--- config.mk ---
export PLATFORM = sky130hd
export DESIGN_NAME = note_sequencer
export DESIGN_NICKNAME = d
export VERILOG_FILES = /design/src/rtl/seq_pkg.sv /design/src/rtl/seq_tick_gen.sv /design/src/rtl/note_sequencer.sv
export SDC_FILE = /design/constraint.sdc
export NUM_CORES = 1
export LEC_CHECK = 0
export ABC_AREA = 1
export ABC_CLOCK_PERIOD_IN_PS = 8600
export CORE_ASPECT_RATIO = 1.5
export CORE_MARGIN = 8
export CORE_UTILIZATION = 50
export CTS_BUF_LIST = sky130_fd_sc_hd__clkbuf_2 sky130_fd_sc_hd__clkbuf_4 sky130_fd_sc_hd__clkbuf_8
export DETAILED_ROUTE_END_ITERATION = 7
export GPL_TIMING_DRIVEN = 0
export HOLD_SLACK_MARGIN = 0.15
export PLACE_DENSITY = 0.67
export SLEW_MARGIN = 20
export SYNTH_ARGS = -nofsm -noshare
export SYNTH_HDL_FRONTEND = slang
export SYNTH_SLANG_ARGS = --single-unit
--- constraint.sdc ---
create_clock -name clk -period 8.6 [get_ports clk]
set_clock_uncertainty 0.15 [all_clocks]
set_input_delay 2.15 -clock clk [delete_from_list [all_inputs] [get_ports clk]]
set_output_delay 2.15 -clock clk [all_outputs]
set_load 0.05 [all_outputs]
--- src/rtl/seq_pkg.sv ---
// Shared step type, FSM states and HID keycode constants for the pattern sequencer.
package seq_pkg;

    localparam int unsigned KEY_W = 8;
    localparam int unsigned DUR_W = 8;

    typedef struct packed {
        logic [KEY_W-1:0] keycode;
        logic [DUR_W-1:0] dur;
    } step_t;

    typedef enum logic [1:0] {
        ST_IDLE = 2'd0,
        ST_PLAY = 2'd1,
        ST_GAP  = 2'd2
    } state_t;

    // HID usage codes of the keys the note mapper understands (TAB = C4 .. LBRACE = B4)
    localparam logic [KEY_W-1:0] KEY_NONE   = 8'd0;
    localparam logic [KEY_W-1:0] KEY_TAB    = 8'd43;
    localparam logic [KEY_W-1:0] KEY_Q      = 8'd20;
    localparam logic [KEY_W-1:0] KEY_W_KEY  = 8'd26;
    localparam logic [KEY_W-1:0] KEY_E      = 8'd8;
    localparam logic [KEY_W-1:0] KEY_R      = 8'd21;
    localparam logic [KEY_W-1:0] KEY_T      = 8'd23;
    localparam logic [KEY_W-1:0] KEY_Y      = 8'd28;
    localparam logic [KEY_W-1:0] KEY_U      = 8'd24;
    localparam logic [KEY_W-1:0] KEY_I      = 8'd12;
    localparam logic [KEY_W-1:0] KEY_O      = 8'd18;
    localparam logic [KEY_W-1:0] KEY_P      = 8'd19;
    localparam logic [KEY_W-1:0] KEY_LBRACE = 8'd47;

endpackage

--- src/rtl/seq_tick_gen.sv ---
// Sequencer time base: one-cycle tick strobe every TICK_DIV cycles, restartable by clr.
module seq_tick_gen #(
    parameter int unsigned TICK_DIV = 500000
) (
    input  logic clk,
    input  logic rst_n,
    input  logic clr,
    output logic tick
);

    localparam int unsigned CW = (TICK_DIV > 1) ? $clog2(TICK_DIV) : 1;
    localparam logic [CW-1:0] CNT_LAST = CW'(TICK_DIV - 1);
    localparam logic [CW-1:0] CNT_PRE  = CW'(TICK_DIV - 2);

    logic [CW-1:0] cnt;

    // tick is registered one count early so it is high while cnt sits at CNT_LAST
    always_ff @(posedge clk or negedge rst_n) begin
        if (!rst_n) begin
            cnt  <= '0;
            tick <= 1'b0;
        end else if (clr) begin
            cnt  <= '0;
            tick <= 1'b0;
        end else begin
            cnt  <= (cnt == CNT_LAST) ? '0 : cnt + CW'(1);
            tick <= (cnt == CNT_PRE);
        end
    end

endmodule

--- src/rtl/note_sequencer.sv ---
// Autonomous keycode source playing a programmable (keycode, duration) pattern.
// Build option SEQ_GAP_EN: insert a one-tick silent gap between steps so repeated keys retrigger.
module note_sequencer
    import seq_pkg::*;
#(
    parameter int unsigned STEPS    = 16,
    parameter int unsigned TICK_DIV = 500000
) (
    input  logic                     clk,
    input  logic                     rst_n,
    input  logic                     start,
    input  logic                     stop,
    input  logic                     loop,
    input  logic                     wr_en,
    input  logic [$clog2(STEPS)-1:0] wr_addr,
    input  logic [7:0]               wr_keycode,
    input  logic [7:0]               wr_dur,
    output logic [7:0]               keycode_out,
    output logic                     busy,
    output logic [$clog2(STEPS)-1:0] step_idx,
    output logic                     done
);

    localparam int unsigned AW = $clog2(STEPS);

    step_t            mem [STEPS];
    state_t           state, state_d;
    logic [KEY_W-1:0] key_d;
    logic [DUR_W-1:0] rem, rem_d;
    logic [AW-1:0]    step_d;
    logic             busy_d;
    logic             done_d;
    logic             tick;

    logic             tick_clr_c;
    logic             load_c;
    logic [AW-1:0]    load_idx_c;
    logic             advance_c;
    logic             end_c;
    logic [AW-1:0]    nxt_c;
    logic             last_c;

    assign nxt_c  = step_idx + AW'(1);
    assign last_c = (step_idx == AW'(STEPS - 1));

    seq_tick_gen #(
        .TICK_DIV (TICK_DIV)
    ) u_tick (
        .clk   (clk),
        .rst_n (rst_n),
        .clr   (tick_clr_c),
        .tick  (tick)
    );

    // Pattern store; loads read it combinationally, so a same-cycle write is seen only afterwards
    always_ff @(posedge clk or negedge rst_n) begin
        if (!rst_n) begin
            for (int unsigned i = 0; i < STEPS; i++) begin
                mem[i] <= '0;
            end
        end else if (wr_en) begin
            mem[wr_addr] <= {wr_keycode, wr_dur};
        end
    end

    always_ff @(posedge clk or negedge rst_n) begin
        if (!rst_n) begin
            state       <= ST_IDLE;
            keycode_out <= KEY_NONE;
            rem         <= '0;
            step_idx    <= '0;
            busy        <= 1'b0;
            done        <= 1'b0;
        end else begin
            state       <= state_d;
            keycode_out <= key_d;
            rem         <= rem_d;
            step_idx    <= step_d;
            busy        <= busy_d;
            done        <= done_d;
        end
    end

    // Next state: stop beats start, start beats playback; loads and pattern end are resolved last
    always_comb begin
        state_d    = state;
        key_d      = keycode_out;
        rem_d      = rem;
        step_d     = step_idx;
        done_d     = 1'b0;
        load_c     = 1'b0;
        load_idx_c = '0;
        advance_c  = 1'b0;
        end_c      = 1'b0;
        tick_clr_c = 1'b0;

        if (stop) begin
            state_d = ST_IDLE;
            key_d   = KEY_NONE;
        end else if (start) begin
            load_c     = 1'b1;
            load_idx_c = '0;
            tick_clr_c = 1'b1;
        end else begin
            case (state)
                ST_PLAY: begin
                    if (tick) begin
                        rem_d = rem - DUR_W'(1);
                        if (rem == DUR_W'(1)) begin
`ifdef SEQ_GAP_EN
                            state_d = ST_GAP;
                            key_d   = KEY_NONE;
`else
                            advance_c = 1'b1;
`endif
                        end
                    end
                end
                ST_GAP: begin
                    if (tick) begin
                        advance_c = 1'b1;
                    end
                end
                default: begin
                end
            endcase

            if (advance_c) begin
                if (last_c || (mem[nxt_c].dur == '0)) begin
                    if (loop) begin
                        load_c     = 1'b1;
                        load_idx_c = '0;
                    end else begin
                        end_c = 1'b1;
                    end
                end else begin
                    load_c     = 1'b1;
                    load_idx_c = nxt_c;
                end
            end
        end

        if (end_c) begin
            state_d = ST_IDLE;
            key_d   = KEY_NONE;
            done_d  = 1'b1;
        end

        // A zero-duration step is the end marker, even when it is step 0
        if (load_c) begin
            step_d = load_idx_c;
            if (mem[load_idx_c].dur == '0) begin
                state_d = ST_IDLE;
                key_d   = KEY_NONE;
                done_d  = 1'b1;
            end else begin
                state_d = ST_PLAY;
                key_d   = mem[load_idx_c].keycode;
                rem_d   = mem[load_idx_c].dur;
            end
        end

        if (state_d == ST_IDLE) begin
            tick_clr_c = 1'b1;
        end

        busy_d = (state_d != ST_IDLE);
    end

endmodule

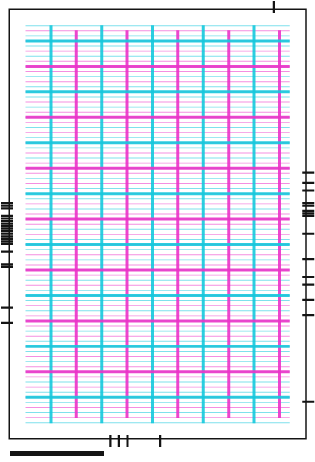
(run_1/power_grid.png)
The bar under the picture is 50 µm long. Pins as bars on the die edge.
colour	net
cyan	VSS
magenta	VDD
rows	78
signal pins	40
die y size: 228.7 µm
worst vdd ir: 0.1452 mV
DIE WIDTH: 157.8 µm

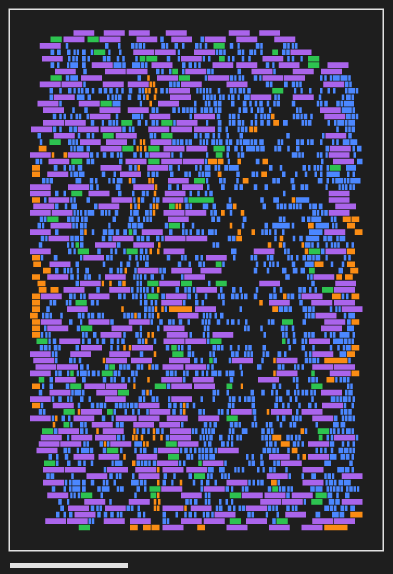
(run_1/placement_by_type.png)
The bar under the picture is 50 µm long.
colour	class	cells
orange	other buffers and delay cells	165
purple	flops	300
green	clock drivers and dummy loads	87
blue	combinational and other logic	1,537

==> impl_metrics.csv, run 1 <==
group,metric,value,unit
status,status,"complete, no violations",
logic_synthesis,ys_types,42,
drt,vias,14147,
logic_synthesis,netlist_area,15080,µm²
hold_path,hold_depth,2,
worst_setup_path,worstPathMaxFanout,10,
floorplan,die-area,36090,µm²
logic_synthesis,ys_top_logic_family,"simple AND/OR/NAND/NOR gates",
layout,layout-drive-gt1-share,7.659,%
final_timing,max_freq,178.3,MHz
placed_design,place_inst,2402,
hold_path,worstHoldStart,"mem[227]$_DFFE_PN0P_",
logic_synthesis,synth_chip_area,15080,µm²
layout,largest-register,"mem",
clock_network,cts.sinks,300,
global_route,antenna_found_initial,1,
power_and_ir_drop,power_leader,"sequential cells",
floorplan,coreArea,29960,µm²
clock_network,cts_made_buffers,47,
drt,routed.top_layer,"met4",
layout,buffer_area_share,6.115,%
layout,antenna_cells,1,
hold_path,worst_hold_path_type,"register to register",
global_route,grtUsageMet2,52.51,%
layout,fin_area,17110,µm²
worst_setup_path,startpoint,"start",
global_route,grt_pass1_vias,14154,
layout,clock_buffers,74,
clock_network,cts_tree,"built",
logic_synthesis,ys.flop_type,"dfrtp_1",
floorplan,taps,400,
layout,area_delta_synth_final,13.43,%
drt,ant_nets,0,
run,drv_cap,0,
worst_setup_path,crit_path_end_kind,"register",
logic_synthesis,synthArstFlopShare,100.0,%
worst_setup_path,crit_type,"input port to register",
power_and_ir_drop,switching_share,31.60,%
layout,sh_seq_area,43.89,%
power_and_ir_drop,power,3.886,mW
drt,drcViolationCount,0,
power_and_ir_drop,p_seq,1.84,mW
run,warnings,31,
drt,drtIter0Drc,1189,
clock_network,hold_buffers,0,
floorplan,io_pins,40,
worst_setup_path,crit_chain,"clkdlybuf4s50_1, nor2_1, nand2_1, nor2_2, nand4_4, inv_2, buf_2, nand2_1, nand3_1, nand3_1, nand3_1, nand2_1, nor2_1, nand2_1, o21ai_4, buf_2, o21ai_0",
power_and_ir_drop,seq_power_share,47.5,%
layout,reg.largest.list,"mem: 256 flops, u_tick.cnt: 19 flops",
clock_network,htree_levels,2,
final_timing,final.setup.tns,0,ns
power_and_ir_drop,p_int,2.658,mW
layout,regArea,7507,µm²
worst_setup_path,worstSetupStartpointType,"input port",
drt,wl_met1,20.44,mm
clock_network,clkSlewWorstSetupHoldPaths,0.07,ns
logic_synthesis,yosys_cells,1960,
worst_setup_path,critPathCapture,"keycode_out[4]$_DFFE_PN0P_",
logic_synthesis,synth-seq-cells,300,
worst_setup_path,crit_top_cell,"nand2_1",
floorplan,row_count,78,
global_route,grt_max_degree,87,
logic_synthesis,simple_gate_share,25.01,%
global_route,grtUsageMet3,4.258,%
logic_synthesis,synthXorXnorAreaFrac,1.037,%
placed_design,dp_slack,2.502,ns
final_timing,rsz0062_at_grt,"no",
layout,mostFrequentLayoutCell,"nand2_1",
placed_design,place_congestion,0.9687,
drt,wl_per_cell,22.38,µm
hold_path,hold_end,"mem[227]$_DFFE_PN0P_",
clock_network,postCtsSetupRepairBufs,0,
logic_synthesis,syn_nets,1993,
logic_synthesis,top_area_share,49.78,%
clock_network,cts_buffer_depth,3,
layout,largest_reg_flops,256,
worst_setup_path,r2r_end,"u_tick.cnt[0]$_DFF_PN0_",
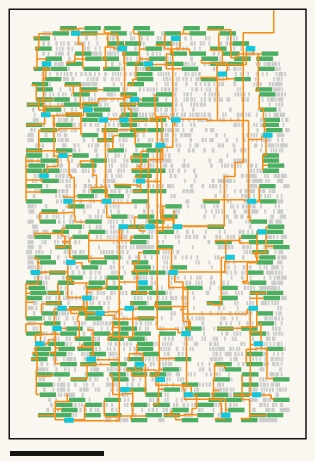
(run_1/clk_routes.png)
The bar under the picture is 50 µm long.
[orange] clock wires | length: 4,270 µm
[green] flip-flops | count: 300
[cyan] clock drivers | count: 47
routed clock nets	48
flops lie	widely spread
P_clk: 1.33 mW
worst-skew pair later-pin latency: 0.61 ns
Clk pwr share: 34.3%

## Run 2: what changed since run 1
Settings changed: ABC_CLOCK_PERIOD_IN_PS 8600 to 5650.
Clock period 8.6 ns to 5.65 ns, I/O delays scaled along.
==> impl_metrics.csv, run 2 <==
group,metric,value,unit
floorplan,taps,400,
clock_network,postCtsSetupRepairBufs,0,
global_route,grt_max_degree,87,
power_and_ir_drop,switching_share,31.60,%
floorplan,io_pins,40,
final_timing,rsz0062_at_grt,"no",
drt,routed.top_layer,"met4",
run,warnings,31,
power_and_ir_drop,power,5.915,mW
logic_synthesis,ys_types,42,
worst_setup_path,worstSetupStartpointType,"register",
power_and_ir_drop,combPwrFrac,18.3,%
power_and_ir_drop,comb_power,1.08,mW
placed_design,port_buffers,39,
floorplan,dieHeight,228.7,µm
placed_design,dp_slack,0.2897,ns
worst_setup_path,crit_path_end_kind,"register",
logic_synthesis,synthCells,1960,
logic_synthesis,top_area_share,49.78,%
drt,drcViolationCount,0,
worst_setup_path,worstPathMaxFanout,10,
placed_design,place_inst,2402,
power_and_ir_drop,total_leakage_power,8.119,nW
worst_setup_path,crit_type,"register to register",
drt,dr_wl_met2,27.10,mm
power_and_ir_drop,p_int,4.045,mW
final_timing,slew-limit-headroom,27.67,%
placed_design,dpl_cell_area,16060,µm²
layout,sh_seq_area,43.89,%
clock_network,htree_levels,2,
power_and_ir_drop,power_leader,"sequential cells",
global_route,grtUsageMet3,4.258,%
floorplan,row_count,78,
layout,nonClockInverterCount,194,
layout,buffer_area_share,6.115,%
layout,fin_util,57.10,%
status,status,"complete, no violations",
logic_synthesis,syn_nets,1993,
hold_path,worst_hold_path_type,"register to register",
layout,fin_area,17110,µm²
hold_path,hold_end,"mem[227]$_DFFE_PN0P_",
global_route,use_met1,35.31,%
worst_setup_path,r2r_end,"u_tick.cnt[0]$_DFF_PN0_",
clock_network,cts.sinks,300,
layout,largest-register,"mem",
hold_path,hold_depth,2,
power_and_ir_drop,seq_power_share,47.5,%
clock_network,clock_latency,0.61,ns
drt,wl_met1,20.44,mm
clock_network,cts_made_buffers,47,
layout,fin_cells,2490,
final_timing,fin_crit_sh,87.37,%
global_route,grtUsageMet2,52.51,%
worst_setup_path,crit_chain,"ha_1, buf_4, inv_4, buf_4, nand3_1, o21ai_1, nor3_1, nand2_1, nand2_1, a21oi_4, nand2_4, nor2_2, buf_2, nand2_1, nand3_1, nand3_1, nand2_1, nor2_1, nand2_1, o21ai_4, nand3_2, nand2_2, buf_4, nor2_1",
worst_setup_path,critPathCapture,"u_tick.cnt[0]$_DFF_PN0_",
logic_synthesis,synth_chip_area,15080,µm²
layout,regArea,7507,µm²
global_route,grt_pass1_vias,14154,
logic_synthesis,synthArstFlopShare,100.0,%
logic_synthesis,synth-seq-cells,300,
layout,largest_reg_flops,256,
floorplan,die-area,36090,µm²
drt,wl_per_cell,22.38,µm
final_timing,worstMarginPinSlew,1.081,ns
logic_synthesis,synthXorXnorAreaFrac,1.037,%
drt,drtIter0Drc,1189,
power_and_ir_drop,pg_clk,2.03,mW
hold_path,worstHoldStart,"mem[227]$_DFFE_PN0P_",
layout,antenna_cells,1,
floorplan,die_w,157.8,µm
run,drv_cap,0,
logic_synthesis,synthAoiAreaFrac,14.98,%
power_and_ir_drop,p_seq,2.81,mW
power_and_ir_drop,pwr-share-clk,34.3,%
clock_network,clkSlewWorstSetupHoldPaths,0.06,ns
clock_network,hold_buffers,0,
logic_synthesis,ys_top_logic_family,"simple AND/OR/NAND/NOR gates",
layout,clock_buffers,74,
worst_setup_path,crit_top_cell,"nand2_1",
final_timing,max_freq,202.6,MHz
drt,wl,55.74,mm
layout,reg.largest.list,"mem: 256 flops, u_tick.cnt: 19 flops",
drt,ant_nets,0,
logic_synthesis,simple_gate_share,25.01,%
layout,clock_area_share,6.107,%
drt,vias,14147,
final_timing,period_minus_slack,4.937,ns
final_timing,final.setup.tns,0,ns
placed_design,place_congestion,0.9687,
logic_synthesis,yosys_cells,1960,
logic_synthesis,ys.flop_type,"dfrtp_1",
clock_network,cts_buffer_depth,3,
logic_synthesis,ys_seq_share,49.78,%
global_route,antenna_found_initial,1,
worst_setup_path,startpoint,"step_idx[0]$_DFFE_PN0P_",
logic_synthesis,common_cells,"nand2_1 (609), o21ai_0 (316), dfrtp_1 (300), inv_1 (189), nand3_1 (142)",
global_route,grt-ovfl-total,0,
layout,n_all_buffers,165,
layout,layout-drive-gt1-share,7.659,%
logic_synthesis,netlist_area,15080,µm²
layout,mostFrequentLayoutCell,"nand2_1",
clock_network,cts_tree,"built",
layout,area_delta_synth_final,13.43,%
worst_setup_path,cp.buffers_inverters,5,
layout,layout_top_cells,"nand2_1 (609), o21ai_0 (316), dfrtp_1 (300), inv_1 (189), nand3_1 (142)",
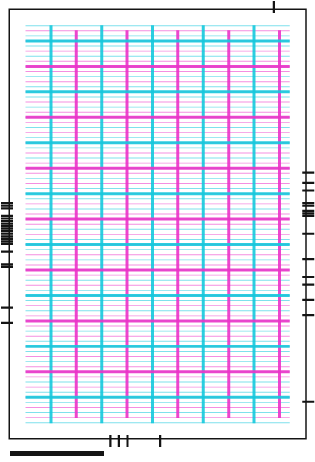
(run_2/power_grid.png)
The bar under the picture is 50 µm long. Pins as bars on the die edge.
colour	net
cyan	VSS
magenta	VDD
met5 straps	15
rows	78
Core Area: 29,960 µm²
worst vdd ir: 0.2211 mV

## Run 3: what changed since run 2
Settings changed: CAP_MARGIN set to 5.
==> impl_metrics.csv, run 3 <==
group,metric,value,unit
drt,drcViolationCount,0,
layout,fin_cells,2490,
run,drv_cap,0,
hold_path,worst_hold_path_type,"register to register",
logic_synthesis,synthCells,1960,
run,warnings,31,
logic_synthesis,synthAoiAreaFrac,14.98,%
layout,fin_util,57.10,%
layout,regArea,7507,µm²
logic_synthesis,syn_nets,1993,
drt,wl_per_cell,22.38,µm
layout,antenna_cells,1,
logic_synthesis,common_cells,"nand2_1 (609), o21ai_0 (316), dfrtp_1 (300), inv_1 (189), nand3_1 (142)",
logic_synthesis,simple_gate_share,25.01,%
drt,ant_nets,0,
clock_network,clkSlewWorstSetupHoldPaths,0.06,ns
layout,buffer_area_share,6.115,%
floorplan,taps,400,
logic_synthesis,ys_top_logic_family,"simple AND/OR/NAND/NOR gates",
power_and_ir_drop,total_leakage_power,8.119,nW
layout,area_delta_synth_final,13.43,%
final_timing,rsz0062_at_grt,"no",
clock_network,postCtsSetupRepairBufs,0,
power_and_ir_drop,seq_power_share,47.5,%
power_and_ir_drop,power_leader,"sequential cells",
layout,nonClockInverterCount,194,
worst_setup_path,crit_chain,"ha_1, buf_4, inv_4, buf_4, nand3_1, o21ai_1, nor3_1, nand2_1, nand2_1, a21oi_4, nand2_4, nor2_2, buf_2, nand2_1, nand3_1, nand3_1, nand2_1, nor2_1, nand2_1, o21ai_4, nand3_2, nand2_2, buf_4, nor2_1",
clock_network,cts_buffer_depth,3,
logic_synthesis,synthXorXnorAreaFrac,1.037,%
layout,layout-drive-gt1-share,7.659,%
global_route,grtUsageMet2,52.51,%
floorplan,dieHeight,228.7,µm
global_route,grt_pass1_vias,14154,
drt,wl,55.74,mm
final_timing,final.setup.tns,0,ns
placed_design,port_buffers,39,
layout,mostFrequentLayoutCell,"nand2_1",
global_route,antenna_found_initial,1,
power_and_ir_drop,irDropWorstVdd,0.2211,mV
logic_synthesis,ys_types,42,
worst_setup_path,crit_type,"register to register",
placed_design,dp_slack,0.2897,ns
layout,layout_top_cells,"nand2_1 (609), o21ai_0 (316), dfrtp_1 (300), inv_1 (189), nand3_1 (142)",
logic_synthesis,ys.flop_type,"dfrtp_1",
floorplan,die_w,157.8,µm
layout,clock_area_share,6.107,%
logic_synthesis,synthArstFlopShare,100.0,%
clock_network,htree_levels,2,
hold_path,hold_depth,2,
status,status,"complete, no violations",
final_timing,fin_crit_sh,87.37,%
final_timing,max_freq,202.6,MHz
clock_network,cts_made_buffers,47,
placed_design,place_congestion,0.9687,
power_and_ir_drop,p_int,4.045,mW
layout,n_all_buffers,165,
floorplan,die-area,36090,µm²
global_route,grtUsageMet3,4.258,%
logic_synthesis,synth_chip_area,15080,µm²
final_timing,slew-limit-headroom,27.67,%
global_route,grt_max_degree,87,
power_and_ir_drop,comb_power,1.08,mW
layout,reg.largest.list,"mem: 256 flops, u_tick.cnt: 19 flops",
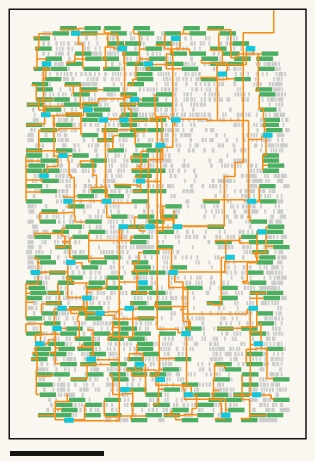
(run_3/clk_routes.png)
The bar under the picture is 50 µm long.
[green] flip-flops | count: 300
[cyan] clock drivers | count: 47
[orange] clock wires | length: 4,270 µm
routed clock nets	48
P_clk: 2.03 mW

Power is estimated from default activity; no workload was simulated.
